Run 1, placement by cell class:
(6 px per um)
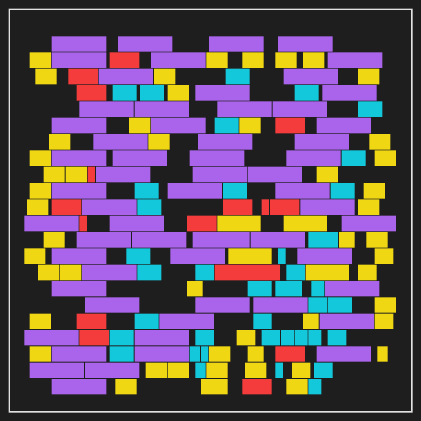
Run 1, a small window of the routed layout:
Window x 4 to 29, y 38 to 63 um. Cells in gray, sequential cells in the stronger gray; small squares are vias.
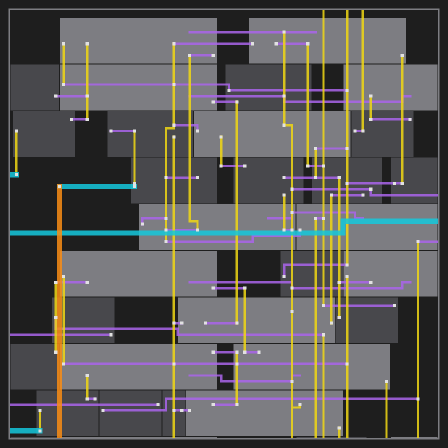
Run 1, the metal 1 layer:
(8 px per um)
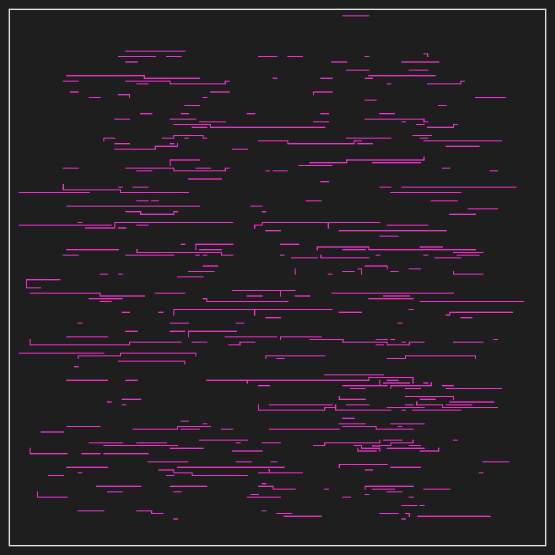
Run 1, congestion heat map:
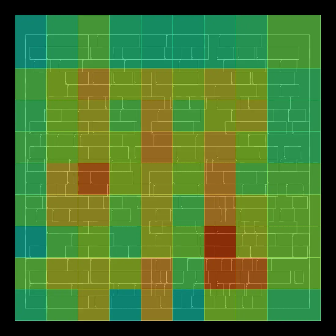
Design switch_capture, sky130hd; sources not shown.
==> flow_metrics.tcl <==
# metrics dict for downstream scripts
set metrics [dict create \
    reg2reg_setup_slack_ns 0.50 \
    max_slew_margin 0.6390 \
    drv.max_cap_violation_count 0 \
    antenna-diode-count 0 \
    biggest_fanout_along_the_worst_timing_path 2 \
    number_of_global_route_vias_before_repair 1003 \
    place.gp.congestion 0.6680 \
    power.density_cell_area_nw_per_um2 1360 \
    yosys_cells 99 \
    mostFrequentLayoutCells "58 x sky130_fd_sc_hd__dfrtp_1, 38 x sky130_fd_sc_hd__clkdlybuf4s50_1, 17 x sky130_fd_sc_hd__mux2_2, 12 x sky130_fd_sc_hd__clkbuf_8, 6 x sky130_fd_sc_hd__xnor2_1" \
    timing.final.setup_violations 0 \
    detail_route.drc_violations 0 \
    final_max_slew_viol_count 0 \
    drtIter0Drc 63 \
    end_kind "output pin" \
    r2r_cells 3 \
    grt_use_total 0.1526 \
    grt_start_max_net_pins 24 \
    irDropWorstVdd_v 0.0009327 \
    hold_viol_final 0 \
    critical_path_buf_inv_count 1 \
    overflow 0 \
    synth_sequential_area_ratio 0.7951 \
    finalCriticalPeriod_ns 1.659 \
    final_cells 214 \
    clockBufferDepth 2 \
    clkLatencyLatePin_ns 0.32 \
    die.size.y_um 66.86 \
    synthesis.yosys.warnings 0 \
    clk_pin_slew_ns 0.07 \
    drt_pre_antenna_iters 3 \
    cts.sinks 59 \
    postSynthAreaPerCell_um2 18.76 \
    clk_root_buffer_cell "sky130_fd_sc_hd__clkbuf_8" \
    cp_cell_sequence "clkdlybuf4s50_1" \
    timing.final.crit_share 0.9756 \
    global_route_wire_length_before_repair_mm 4.685 \
    critical-path-top-delay-family "buffers and inverters" \
    final_layout_size_suffix_gt1_frac 0.2590 \
    cpMaxStageDelayCell "sky130_fd_sc_hd__clkdlybuf4s50_1" \
    dp_slack_ns -0.03311 \
    cts_tree "built" \
    cts_hold_repair.buffers 0 \
    place.detailed.instances 196 \
    min-delay-path-class "input pin to asynchronous set/reset pin" \
    wl_per_instance_um 13.09 \
    run_status "finished, final reports clean" \
    finish.net_count 182 \
    p_leak_nw 1.184 \
    unrepaired_setup_endpoints_after_global_routing "no" \
    cp.required_ns 1.27 \
    timing.critical_path.slowest_cell_delay_ns 0.55 \
    wp_depth 1 \
    antenna_left 0 \
    synth_flops 59 \
    fp_util 0.4997 \
    critical_path_arrival_ns 1.23 \
    area_growth_syn_to_layout_pct 42.59 \
    layout_top_cell_excl_fill_tap "sky130_fd_sc_hd__dfrtp_1" \
    clock-skew-final_ns 0.006608 \
    ctsHtreeMaxLevel 3 \
    critical_path_class "flop to output pin" \
    hpwlAfterDp_mm 1.886 \
    routed_via_density 4.556 \
    max_slew.worst_pin.slew_ns 0.5415 \
    design.portCount 46 \
    initial_antenna_violation_count 0 \
    report.power.total_mw 3.601 \
    synth.net_count 120 \
    timing.final.ws_setup_ns 0.04141 \
    cts_buffers 9 \
    synth_cell_types 15 \
    die_x_um 66.86 \
    die_area_um2 4470 \
    mappedNetlistArea_um2 1857 \
    syn_inst 99 \
    crit_path_start_kind "flop" \
    maximum_clock_frequency_mhz 602.9 \
    io_buffers 45 \
    warnings 26 \
    ys_chip_area_um2 1857 \
]
Back to the opening pictures, 'placement by cell class':
[red] clock drivers and dummy loads | cells: 16
[yellow] other buffers and delay cells | cells: 53
[purple] flops | cells: 59
[cyan] all other logic | cells: 38
core area: 3716 um^2
sequential portion of the cell area: 0.5581
number of cell rows: 22
post-route cell area: 2648 um^2

Back to the opening pictures, 'a small window of the routed layout':
[yellow] met2
[cyan] met3
[purple] met1
[orange] met4
cells with their middle in the window: 29
most frequent: dfrtp_1 (13), clkdlybuf4s50_1 (10), clkbuf_8 (3)
sequential cells in the window: 13

Back to the opening pictures, 'the metal 1 layer':
nets with wire on the layer: 146
longest straight run: 20.2 um
main direction: horizontal
share of all routed wire: 43%
wire length on this layer: 1210 um
via total after detailed routing: 975
aggregate routed wire length: 2.802 mm
global routing met1 resource utilization: 0.2063

Back to the opening pictures, 'congestion heat map':
global route hottest layer: met2
Global Route met3 Usage: 0.04730

run 1: through the flow:
step | setup TNS (ns) | util | hold WS, ns | cell area [um^2]
5_1_grt | 0 | 0.7125 | 0.1112 | 2648
2_1_floorplan | 0 | - | 0.1294 | 1857
6_report | 0 | 0.7125 | 0.08026 | 2648
3_5_place_dp | -0.2558 | 0.6535 | 0.3347 | 2429
3_3_place_gp | -0.1099 | 0.6535 | 0.3310 | 2429
4_1_cts | 0 | 0.7118 | 0.09087 | 2645
run 1: final cells by class:
type,instances,area (um^2)
multi-input cells,37,347.8
flip-flops and latches,59,1478
clock inverters,1,30.03
clock buffers,15,176.4
inverters,1,3.754
repair buffers,53,551.8
fillers,253,1069
well taps,48,60.06
run 1: kinds of logic (layout without fill, tap and decap cells):
kind of cell,Yosys count,after routing,synth area share
AOI/OAI and AO/OA,3,3,0.01011
xor gates and xnor gates,7,7,0.03302
adders and majority gates,1,1,0.006737
buffers and inverters,3,70,0.01751
DFF,59,59,0.7952
muxes,17,17,0.1031
and+or+nand+nor,9,9,0.03437
run 1: Yosys cell counts:
| library cell | count | share of area |
|---|---|---|
| sky130_fd_sc_hd__a21o_2 | 1 | 0.0047 |
| sky130_fd_sc_hd__a21oi_1 | 2 | 0.0054 |
| sky130_fd_sc_hd__ha_1 | 1 | 0.0067 |
| sky130_fd_sc_hd__nand2_1 | 2 | 0.0040 |
| sky130_fd_sc_hd__dfrtp_1 | 59 | 0.80 |
| sky130_fd_sc_hd__mux2_2 | 17 | 0.10 |
| sky130_fd_sc_hd__inv_1 | 1 | 0.0020 |
| sky130_fd_sc_hd__xor2_1 | 1 | 0.0047 |
| sky130_fd_sc_hd__clkbuf_8 | 1 | 0.0074 |
| sky130_fd_sc_hd__and4b_2 | 1 | 0.0061 |
| sky130_fd_sc_hd__nand4_1 | 4 | 0.013 |
| sky130_fd_sc_hd__nor2b_4 | 1 | 0.0074 |
| sky130_fd_sc_hd__buf_8 | 1 | 0.0081 |
| sky130_fd_sc_hd__xnor2_1 | 6 | 0.028 |
| sky130_fd_sc_hd__and3_1 | 1 | 0.0034 |
run 1: per-layer routing:
layer  vias to the layer above  track usage  wire [um]
li1                        456            -          -
met1                       477       0.2063       1214
met2                        35       0.2088       1336
met3                         7      0.04730        180
met4                         0       0.1071         70
met5                         -            0          0
run 1: timing repair:
action	CTS	global route
gates resized	6	1
setup endpoints to repair	7	1
setup buffers	2	0
cloned	0	0
run 1: power by group:
group / switching, mW / total [mW] / internal (mW)
registers: 0.115 / 1.69 / 1.58
clock network: 0.476 / 1.28 / 0.799
logic: 0.245 / 0.632 / 0.387
total: 0.836 / 3.60 / 2.76
Power and IR drop assume default switching activity.
